**src/rtl/mem_arb_pkg.sv**
```systemverilog
// Shared types and constants for the Avalon memory arbiter.
package mem_arb_pkg;

  typedef enum logic [1:0] {
    IDLE = 2'd0,
    BUS  = 2'd1,
    DONE = 2'd2
  } arb_state_e;

  typedef enum logic {
    GNT_FETCH = 1'b0,
    GNT_DATA  = 1'b1
  } grant_e;

  localparam logic [3:0]  BE_ALL   = 4'hF;
  localparam logic [31:0] DEADBEEF = 32'hDEADBEEF;

endpackage

```
**src/rtl/arb_rr2.sv**
```systemverilog
// Two-way round-robin picker: req[0] = fetch, req[1] = data.
module arb_rr2
  import mem_arb_pkg::*;
(
  input  logic [1:0] req,
  input  grant_e     last_grant,
  output grant_e     grant,
  output logic       valid
);

  always_comb begin
    valid = |req;
    grant = GNT_FETCH;
    // On a tie the requester that did not win last time goes first.
    if (req == 2'b11) begin
      grant = (last_grant == GNT_FETCH) ? GNT_DATA : GNT_FETCH;
    end else if (req[1]) begin
      grant = GNT_DATA;
    end
  end

endmodule

```
**src/rtl/avalon_mem_arbiter.sv**
```systemverilog
// Shares one Avalon-MM master port between instruction fetch and load/store.
// Define ARB_TIMEOUT_EN to add a waitrequest timeout with a sticky bus_err output.
//   state | meaning
//   IDLE  | no transaction; arbitrate pending requests
//   BUS   | strobes asserted, waiting for waitrequest low
//   DONE  | done pulse visible, one idle bus cycle before next grant
module avalon_mem_arbiter
  import mem_arb_pkg::*;
#(
  parameter int ADDR_W      = 32,
  parameter int DATA_W      = 32,
  parameter int TIMEOUT_CYC = 1024
) (
  input  logic                clk,
  input  logic                reset,
  input  logic                if_req,
  input  logic [ADDR_W-1:0]   if_addr,
  output logic                if_done,
  input  logic                d_req,
  input  logic                d_we,
  input  logic [ADDR_W-1:0]   d_addr,
  input  logic [DATA_W-1:0]   d_wdata,
  input  logic [DATA_W/8-1:0] d_be,
  output logic                d_done,
  output logic [DATA_W-1:0]   rdata,
  output logic [ADDR_W-1:0]   address,
  output logic                read,
  output logic                write,
  output logic [DATA_W-1:0]   writedata,
  output logic [DATA_W/8-1:0] byteenable,
  input  logic                waitrequest,
  input  logic [DATA_W-1:0]   readdata,
  output logic                busy
`ifdef ARB_TIMEOUT_EN
  ,
  output logic                bus_err
`endif
);

  arb_state_e            state_q, state_d;
  grant_e                last_grant_q, last_grant_d;
  grant_e                gnt_q, gnt_d;
  grant_e                pick;
  logic                  pick_valid;
  logic [ADDR_W-1:0]     address_q, address_d;
  logic [DATA_W-1:0]     writedata_q, writedata_d;
  logic [DATA_W/8-1:0]   byteenable_q, byteenable_d;
  logic                  read_q, read_d;
  logic                  write_q, write_d;
  logic [DATA_W-1:0]     rdata_q, rdata_d;
  logic                  if_done_q, if_done_d;
  logic                  d_done_q, d_done_d;
  logic                  busy_q, busy_d;
  logic                  finish;

`ifdef ARB_TIMEOUT_EN
  localparam int CNT_W = (TIMEOUT_CYC > 1) ? $clog2(TIMEOUT_CYC) : 1;
  logic [CNT_W-1:0] wait_cnt_q, wait_cnt_d;
  logic             bus_err_q, bus_err_d;
  logic             timeout;

  assign timeout = (wait_cnt_q == '0);
`endif

  arb_rr2 u_rr (
    .req        ({d_req, if_req}),
    .last_grant (last_grant_q),
    .grant      (pick),
    .valid      (pick_valid)
  );

  always_comb begin
    state_d      = state_q;
    last_grant_d = last_grant_q;
    gnt_d        = gnt_q;
    address_d    = address_q;
    writedata_d  = writedata_q;
    byteenable_d = byteenable_q;
    read_d       = read_q;
    write_d      = write_q;
    rdata_d      = rdata_q;
    busy_d       = busy_q;
    if_done_d    = 1'b0;
    d_done_d     = 1'b0;
    finish       = 1'b0;
`ifdef ARB_TIMEOUT_EN
    wait_cnt_d   = wait_cnt_q;
    bus_err_d    = bus_err_q;
`endif

    case (state_q)
      IDLE: begin
        if (pick_valid) begin
          state_d      = BUS;
          busy_d       = 1'b1;
          gnt_d        = pick;
          last_grant_d = pick;
`ifdef ARB_TIMEOUT_EN
          wait_cnt_d   = CNT_W'(TIMEOUT_CYC - 1);
`endif
          if (pick == GNT_FETCH) begin
            address_d    = if_addr;
            read_d       = 1'b1;
            write_d      = 1'b0;
            byteenable_d = {(DATA_W/32){BE_ALL}};
          end else begin
            address_d    = d_addr;
            read_d       = ~d_we;
            write_d      = d_we;
            writedata_d  = d_wdata;
            byteenable_d = d_be;
          end
        end
      end

      BUS: begin
        if (!waitrequest) begin
          if (read_q) begin
            rdata_d = readdata;
          end
          finish = 1'b1;
        end
`ifdef ARB_TIMEOUT_EN
        else if (timeout) begin
          // Stuck slave: complete with a recognisable poison value.
          rdata_d   = DATA_W'(DEADBEEF);
          bus_err_d = 1'b1;
          finish    = 1'b1;
        end else begin
          wait_cnt_d = wait_cnt_q - CNT_W'(1);
        end
`endif
        if (finish) begin
          read_d  = 1'b0;
          write_d = 1'b0;
          state_d = DONE;
          if (gnt_q == GNT_FETCH) begin
            if_done_d = 1'b1;
          end else begin
            d_done_d = 1'b1;
          end
        end
      end

      DONE: begin
        busy_d  = 1'b0;
        state_d = IDLE;
      end

      default: begin
        state_d = IDLE;
      end
    endcase
  end

  always_ff @(posedge clk or negedge reset) begin
    if (!reset) begin
      state_q      <= IDLE;
      last_grant_q <= GNT_FETCH;
      gnt_q        <= GNT_FETCH;
      address_q    <= '0;
      writedata_q  <= '0;
      byteenable_q <= '0;
      read_q       <= 1'b0;
      write_q      <= 1'b0;
      rdata_q      <= '0;
      if_done_q    <= 1'b0;
      d_done_q     <= 1'b0;
      busy_q       <= 1'b0;
`ifdef ARB_TIMEOUT_EN
      wait_cnt_q   <= '0;
      bus_err_q    <= 1'b0;
`endif
    end else begin
      state_q      <= state_d;
      last_grant_q <= last_grant_d;
      gnt_q        <= gnt_d;
      address_q    <= address_d;
      writedata_q  <= writedata_d;
      byteenable_q <= byteenable_d;
      read_q       <= read_d;
      write_q      <= write_d;
      rdata_q      <= rdata_d;
      if_done_q    <= if_done_d;
      d_done_q     <= d_done_d;
      busy_q       <= busy_d;
`ifdef ARB_TIMEOUT_EN
      wait_cnt_q   <= wait_cnt_d;
      bus_err_q    <= bus_err_d;
`endif
    end
  end

  assign address    = address_q;
  assign writedata  = writedata_q;
  assign byteenable = byteenable_q;
  assign read       = read_q;
  assign write      = write_q;
  assign rdata      = rdata_q;
  assign if_done    = if_done_q;
  assign d_done     = d_done_q;
  assign busy       = busy_q;
`ifdef ARB_TIMEOUT_EN
  assign bus_err    = bus_err_q;
`endif

endmodule
```
**config.mk**
```make
export PLATFORM = sky130hd
export DESIGN_NAME = avalon_mem_arbiter
export DESIGN_NICKNAME = d
export VERILOG_FILES = /design/src/rtl/mem_arb_pkg.sv /design/src/rtl/arb_rr2.sv /design/src/rtl/avalon_mem_arbiter.sv
export SDC_FILE = /design/constraint.sdc
export NUM_CORES = 1
export LEC_CHECK = 0
export CORE_MARGIN = 1
export CORE_UTILIZATION = 39
export CTS_CLUSTER_DIAMETER = 50
export DETAILED_ROUTE_END_ITERATION = 12
export GPL_ROUTABILITY_DRIVEN = 1
export PLACE_DENSITY = 0.8
export SLEW_MARGIN = 5
export SYNTH_ARGS = -nofsm -noshare
export SYNTH_HDL_FRONTEND = slang
export SYNTH_SLANG_ARGS = --single-unit
```
**constraint.sdc**
```tcl
create_clock -name clk -period 2.3 [get_ports clk]
set_clock_uncertainty 0.2 [all_clocks]
set_input_delay 0.46 -clock clk [delete_from_list [all_inputs] [get_ports clk]]
set_output_delay 0.46 -clock clk [all_outputs]
set_load 0.02 [all_outputs]
```
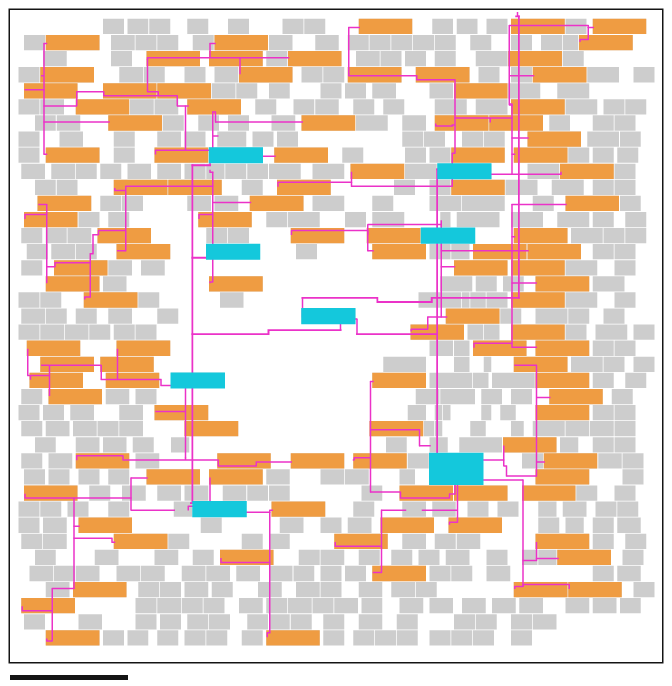
(clock network drawn from the DEF)
Scale bar: 20 um.
Key: cells driving clock nets = cyan [count 9]; clock wires = magenta [length 1230 um]; flip-flops = orange [count 108]
There are 10 routed clock nets. Position of the flops: widely spread.

==> results.txt <==
Implementation summary

Measured in cells, the most critical reg-to-reg path has a length of 5. The chip occupies 0.0121 mm^2. The clock insertion delay at the later pin of the skew report is 0.34 ns. The congestion estimate from routability-driven global placement came to 0.737. The first global-routing pass estimated around 17000 um of wire. In the final design database the tool counted 665 nets. In the Yosys report the total cell count is 274. The synthesis stats list as the most numerous cell sky130_fd_sc_hd__dfrtp_1. The via density per instance is 4.77. Per the STA report, the cell with the highest stage delay on the worst path is sky130_fd_sc_hd__clkdlybuf4s50_1. In the final layout, flip-flops and latches occupy 0.00270 mm^2. The cell type that accounts for the most area after synthesis is sky130_fd_sc_hd__dfrtp_1. The first routing iteration left 82 violations.

The total track usage is 18.6%. The detail route stage leaves a number of antenna-violating nets equal to 0. The stage delay of the slowest cell on the critical path is 0.64 ns.

The max-slew violation count is 0. The starting density of the core is 40.0%. The root buffer cell is sky130_fd_sc_hd__clkbuf_16. The reg-to-reg critical path endpoint is rdata[30]$_DFFE_PN0P_. STA classifies the critical path endpoint as an output port. The worst register-to-register path begins at state_q[1]$_DFFE_PN0P_.

The length of the first detailed-routing pass in iterations is 3. The number of antenna violations at the first check in global routing came to 0. The run finished with clean final reports. The number of nets produced by synthesis is between 400 and 500. The number of cells upsized or downsized after cts is 0. The maximum fanout count along the critical path is 2. For reference, the final report shows the hold violation count at 0. The share of flip-flops with an asynchronous set or reset is 100%.

The area used by multi-input combinational logic is 0.00172 mm^2. The final wirelength is 11200 um. The clock passes through at most 2 buffers. For this run the aggregate overflow at the end of global routing stands at 0. The floorplan die width is 110 um. The routed design shows a wire length per standard cell of between 15 and 20 um. The floorplan step defined a core boundary enclosing about 0.011 mm^2. The CTS tree is built. The number of distinct library cell variants in the gate-level netlist after synthesis is 24. Of the cells placed in the final design, the portion with a size suffix greater than 1 is 31.0%. Per the run summary, max-cap violations total 0. In this run the tools logged warnings totalling 26. In this build the clock could be raised as far as 496 MHz. The share of synthesized area in the top cell type comes to 59.2%. The number of setup violations in the final report is 0.
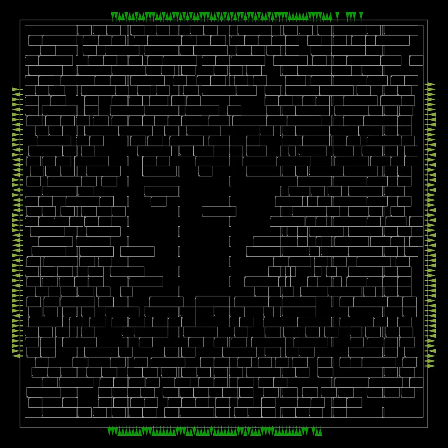
(placement view)
FP Rows: 39
flop share of the area: 36.0%

==> per-layer routing <==
metal / up-vias / part of all wire, % / global-route usage, %
met2: 132 / 52 / 32.2
met1: 1578 / 38 / 22.0
li1: 1487 / - / -
met4: 0 / 2.6 / 8.18
met3: 21 / 7.7 / 4.53
met5: - / 0 / 0
==> stage by stage <==
stage	cell area [um^2]	total power (W)	util (%)	worst slack (ns)	std cells
2_1_floorplan	4570	0.00632	-	0.366	274
3_3_place_gp	7220	0.00878	63.2	-0.0357	658
3_5_place_dp	7220	0.00893	63.2	-0.0573	658
4_1_cts	7520	0.0105	65.8	0.265	675
5_1_grt	7520	0.0109	65.8	0.231	675
6_report	7520	0.0104	65.8	0.286	675
==> layout make-up <==
| class | count | share of cell area [%] |
|---|---|---|
| well taps | 143 | 2.38 |
| inverters | 2 | 0.0999 |
| clock buffers | 10 | 3.18 |
| clock inverters | 6 | 0.682 |
| repair buffers | 257 | 34.9 |
| multi-input cells | 149 | 22.8 |
| flip-flops and latches | 108 | 36.0 |
==> worst min path at each step <==
stage / depth (start not counted) / end / start
after global routing: 1 / writedata[25]$_DFFE_PN0P_ / writedata[25]$_DFFE_PN0P_
after detailed placement: 1 / rdata[3]$_DFFE_PN0P_ / reset
final: 1 / if_done$_DFF_PN0_ / gnt_q$_DFFE_PN0P_
after global placement: 1 / rdata[10]$_DFFE_PN0P_ / reset
after CTS: 1 / if_done$_DFF_PN0_ / gnt_q$_DFFE_PN0P_
after floorplan: 0 / address[0]$_DFFE_PN0P_ / reset
==> placed cells by master (no fill, tap or decap), drive strengths merged, types with 2 or more instances in the layout <==
cell / netlist / routed
o21ai: 2 / 2
and2: 2 / 2
inv: 2 / 7
clkbuf: 0 / 10
o22a: 4 / 4
nand2: 2 / 2
clkdlybuf4s50: 0 / 241
dfrtp: 108 / 108
mux2: 128 / 128
nor2: 2 / 2
buf: 15 / 15
==> state kept, by name, summed over array words and instances (netlist names), 2 cells and up <==
| register | count |
|---|---|
| address | 32 |
| byteenable | 4 |
| rdata | 32 |
| state_q | 2 |
| writedata | 32 |
==> report_power, final <==
group | internal (W) | total [W] | leakage, nW | switching, W
clock network | 0.000787 | 0.00151 | 0.146 | 0.000722
logic | 0.00311 | 0.00547 | 1.70 | 0.00236
registers | 0.00286 | 0.00339 | 1.27 | 0.000524
==> cells by family (layout without fill, tap and decap cells) <==
kind of cell    count (synthesis)  count (layout)  synth area share, %
flops                         108             108                 59.2
simple gates                    9               9                 1.42
buf+inv                        17             275                 3.29
compound gates                 12              12                 2.11
mux                           128             128                 34.0
==> what timing repair did <==
item | in CTS | in global routing
setup buffers | 0 | 0
endpoints found under the hold margin | 19 | 0
hold buffers | 1 | 0
Power is estimated from default activity; no workload was simulated.
